`src/rtl/pipe_reg_chain.sv`:
```
// Pipeline register chain with per-stage stall, flush and bubble insertion.
// Also counts retired and squashed items.
module pipe_reg_chain #(
    parameter int STAGES = 4,
    parameter int W      = 64,
    parameter int CNT_W  = 32,
    parameter int OCC_W  = $clog2(STAGES + 1)
) (
    input  logic                  clk,
    input  logic                  rst,
    input  logic                  in_valid,
    input  logic [W-1:0]          in_data,
    output logic                  in_ready,
    input  logic [STAGES-1:0]     stall,
    input  logic [STAGES-1:0]     flush,
    output logic [STAGES*W-1:0]   stage_data,
    output logic [STAGES-1:0]     stage_valid,
    output logic [OCC_W-1:0]      occupancy,
    output logic [CNT_W-1:0]      retired_cnt,
    output logic [CNT_W-1:0]      squashed_cnt
);

    logic [STAGES-1:0]         valid;
    logic [STAGES-1:0][W-1:0]  data;
    logic [STAGES-1:0]         frozen;
    logic [STAGES-1:0]         up_frozen;
    logic [STAGES-1:0]         prev_valid;
    logic [STAGES-1:0][W-1:0]  prev_data;
    logic [CNT_W-1:0]          ret_q;
    logic [CNT_W-1:0]          sq_q;
    logic [CNT_W-1:0]          sq_inc;
    logic [OCC_W-1:0]          occ;
    logic                      retire;

    // A stall at stage k freezes k and everything upstream of it.
    always_comb begin
        logic f;
        frozen = '0;
        for (int k = 0; k < STAGES; k++) begin
            f = 1'b0;
            for (int j = 0; j < STAGES; j++) begin
                if (j >= k) f = f | stall[j];
            end
            frozen[k] = f;
        end
    end

    always_comb begin
        up_frozen     = '0;
        prev_valid    = '0;
        prev_data     = '0;
        prev_valid[0] = in_valid;
        prev_data[0]  = in_data;
        for (int k = 1; k < STAGES; k++) begin
            up_frozen[k]  = frozen[k-1];
            prev_valid[k] = valid[k-1];
            prev_data[k]  = data[k-1];
        end
    end

    always_comb begin
        sq_inc = '0;
        occ    = '0;
        for (int k = 0; k < STAGES; k++) begin
            sq_inc = sq_inc + CNT_W'(valid[k] & flush[k]);
            occ    = occ + OCC_W'(valid[k]);
        end
    end

    assign retire = valid[STAGES-1] & ~stall[STAGES-1] & ~flush[STAGES-1];

    always_ff @(posedge clk) begin
        if (rst) begin
            valid <= '0;
            data  <= '0;
            ret_q <= '0;
            sq_q  <= '0;
        end else begin
            for (int k = 0; k < STAGES; k++) begin
                if (flush[k] || (!frozen[k] && up_frozen[k])) begin
                    valid[k] <= 1'b0;
                    data[k]  <= '0;
                end else if (!frozen[k]) begin
                    valid[k] <= prev_valid[k];
                    data[k]  <= prev_data[k];
                end
            end
            ret_q <= ret_q + CNT_W'(retire);
            sq_q  <= sq_q + sq_inc;
        end
    end

    assign in_ready     = ~frozen[0];
    assign stage_data   = data;
    assign stage_valid  = valid;
    assign occupancy    = occ;
    assign retired_cnt  = ret_q;
    assign squashed_cnt = sq_q;

endmodule
```
`config.mk`:
```
export PLATFORM = sky130hd
export DESIGN_NAME = pipe_reg_chain
export DESIGN_NICKNAME = d
export VERILOG_FILES = /design/src/rtl/pipe_reg_chain.sv
export SDC_FILE = /design/constraint.sdc
export NUM_CORES = 1
export LEC_CHECK = 0
export CAP_MARGIN = 5
export CORE_ASPECT_RATIO = 0.5
export CORE_MARGIN = 2
export CORE_UTILIZATION = 49
export CTS_CLUSTER_DIAMETER = 150
export DETAILED_ROUTE_END_ITERATION = 10
export PLACE_DENSITY = 0.9
export SETUP_SLACK_MARGIN = 0.4
export SLEW_MARGIN = 20
export SYNTH_ARGS = -nofsm -noshare
export SYNTH_HDL_FRONTEND = slang
export SYNTH_SLANG_ARGS = --single-unit
```
`constraint.sdc`:
```
create_clock -name clk -period 6.45 [get_ports clk]
set_input_delay 1.6125 -clock clk [delete_from_list [all_inputs] [get_ports clk]]
set_output_delay 1.6125 -clock clk [all_outputs]
set_load 0.05 [all_outputs]
```
### Wires at chosen ports, followed through buffers

Bar = 50 um.
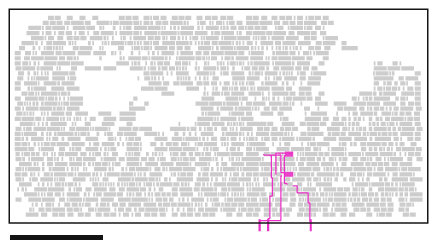
Magenta marks occupancy, bits 3, direction output, end cells 2, wire 164 um.

### Where the registers sit

Other sequential cells in the stronger grey, the rest of the logic in the fainter grey.
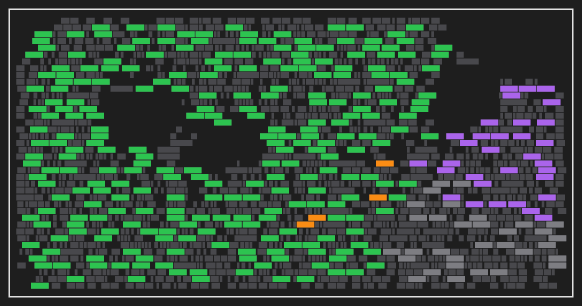
Purple marks retired_cnt, placed flops 32, where middle right. Green marks stage_data, placed flops 256. Orange marks stage_valid, placed flops 4.

### Routing congestion

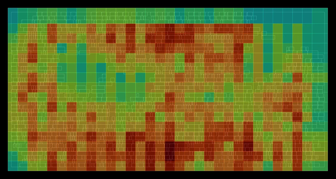
grt met2 use: 50.00%
met3 track demand over resource: 4.183%
total global-route track usage: 28.66%

==> notes.md <==
Implementation results.

The synthesized netlist devotes 4.105% of its cell area to XOR and XNOR gates. The achievable frequency is 191.3 MHz. The distinct cell type count after synthesis is 41. In this run the layout overhead on the synthesized area is reported as 42.54%. Post-CTS timing repair inserted 0 buffers for setup. The critical path starts at stall[1]. Along the worst hold path, the cell count comes to 2.

The launching point of the worst reg2reg path is stage_valid[0]$_SDFFE_PP0P_. The top cell types in the final layout, fill and taps aside, are nand2_1 (406), clkdlybuf4s50_1 (399), dfxtp_1 (324). The multiplexer share of the synthesized area is 5.446%. The path type of the worst setup path is input port to primary output. The via count of the first global-routing pass is 10310.

STA shows the worst reg2reg path with a cell count of 10. The top-area cell type share of the netlist area is 54.29%. The run finished with clean final reports. The highest supply drop recorded on VDD is 0.1875 mV. The synthesized chip area reported by yosys is 0.01195 mm2. Wires add up to 38.64 mm.

A synthesized cell averages 8.546 um2. The number of nets in the final layout is 1836. The post-detailed-route count of antenna-violating nets is 0. The first global-routing pass estimated 58.19 mm of wire. The vertical die dimension is 114.4 um. The library cell with the largest summed area after synthesis is dfxtp_1. The total count of hold-check failures in the final report is 0.

The analysis attributes to cell leakage a power of 5.787 nW. For this design, the slowest cell found on the critical path is clkdlybuf4s50_1. The warning tally printed by Yosys for this design is 0. The async set or reset register ratio after synthesis is 0%. The synthesized instance count is 1398. The share of the core area taken by cells at floorplan is 49.84%. In the final run the clock tree shows a worst skew of 14.39 ps.

The violation count after the first detailed-route iteration is 1012. The insertion delay at the late pin of the worst-skew pair is 550 ps. Setup repair after global routing left no endpoint under its margin. Per the final report, max-transition violations number 0. The dominant register cell is dfxtp_1. When the netlist entered floorplanning its net count stood at 1482.

The footprint of the flip-flops and latches is 0.006486 mm2. The overall chip area is 0.02572 mm2. The synthesized netlist occupies a cell area of 0.01195 mm2. The count of boundary I/O pins is 403. Entering global routing, the biggest net connects 69 pins. The class of the tightest hold or removal check is flop to flop. The number of iterations in the first detailed-routing pass is 5. nand2_1 is the most common cell in the netlist. The endpoint required time on the critical path is 4840 ps. The most frequent logic cell in the layout is nand2_1. Measured against its own limit, the worst slew margin works out to 34.66%. The final-layout setup total negative slack is 0 ps.

Per the CTS log, the root buffer master is clkbuf_16. Of the available clock period, the critical path in the final layout requires 81.06%. The minimum period implied by the final worst setup slack is 5228 ps. Across all hold checks on the routed design, the worst slack comes to 464.9 ps. Of all nets on the critical path, the largest fanout is 66. Per the placement report, the placed cell count is 2037. Per the summary, power density relative to cell area is 229.5 mW/mm2. The count of fill cells added during filler insertion is 1720. The report lists the number of standard-cell rows as 40. The detailed router placed 11260 vias in this run. The transition time of the tightest slew-check pin is 976.4 ps. Global routing finished with a remaining overflow of 0.

The proportion of layout cells with a drive suffix above 1 is 4.404%. The deepest level of the CTS H-tree is 1. Max-cap violations in this run came to 0. The synthesized-area fraction occupied by adder cells is 1.194%. Among the non-sequential cells, simple AND/OR/NAND/NOR gates take the most area. The cts-stage hold buffer count is 0. The CTS tree is yes. The combined area of the multi-input logic cells is 0.005054 mm2.

The final number of setup-violating endpoints is 0. After clock tree synthesis, the repair step resized 0 gates. The utilization of the core after routing is 71.04%. For this run, the register share of the synthesized area comes to 54.29%. The CTS log lists the clock sinks for this run as 324. The data arrival time of the critical path is 3620 ps. The worst setup path is captured at a primary output. The routability congestion estimate from global placement is 0.8945. The post-synth tally of flip-flops with integrated enable is 0. Per the OpenROAD floorplan log, the area of the core is 0.02397 mm2. The hold path startpoint is stage_data[2]$_SDFFE_PP0P_.

Detailed placement finished with a half-perimeter wire length of 26.39 mm.
[flip-flops by register name, indices dropped and copies added, names as in the netlist]
name          flops
stage_data      256
squashed_cnt     32
stage_valid       4
retired_cnt      32
[final timing paths]
path         slack (ps)                     endpoint
min reg2reg         460  stage_data[66]$_SDFFE_PP0N_
max reg2reg        3100  squashed_cnt[28]$_SDFF_PP0_
min                 460  stage_data[66]$_SDFFE_PP0N_
max                1220                     in_ready
[per-stage QoR]
stage | power [mW] | setup slack, ps | area (um2)
CTS | 3.930 | 1255 | 17030
floorplan | 2.143 | 2086 | 11950
global placement | 2.225 | 1278 | 16100
detailed placement | 2.226 | 1255 | 16100
finish | 3.908 | 1222 | 17030
global route | 4.019 | 1164 | 17030
[cell type report]
| class | instances | area share, % |
|---|---|---|
| clock inverter | 13 | 0.8963 |
| timing repair buffer | 414 | 24.17 |
| inverter | 14 | 0.3086 |
| antenna | 1 | 0.01469 |
| clock buffer | 36 | 4.533 |
| multi-input combinational | 970 | 29.67 |
| sequential | 324 | 38.09 |
| tap | 315 | 2.314 |
[layer usage]
metal  up-vias  part of all wire [%]
met5         -                     0
met4         0                   4.9
met3       117                   6.1
met2       465                    49
met1      5402                    40
li1       5276                     -
[where the power goes]
| part | internal [mW] | switching (mW) |
|---|---|---|
| logic | 0.0634 | 0.113 |
| clock network | 0.967 | 0.759 |
| registers | 2.00 | 0.00321 |
[critical path: cells and delay by family]
family	cells	cell delay, ps
buf+inv	4	1100
simple gates	2	860
[kinds of logic (layout without fill, tap and decap cells)]
family | count (synthesis) | count (layout)
xor gates and xnor gates | 56 | 56
and+or+nand+nor | 630 | 630
adders and majority gates | 9 | 9
AOI/OAI and AO/OA | 210 | 210
other | 0 | 1
DFF | 324 | 324
buffers and inverters | 104 | 477
muxes | 65 | 65
Power figures rest on the tool's default switching activity, not on a simulated workload.
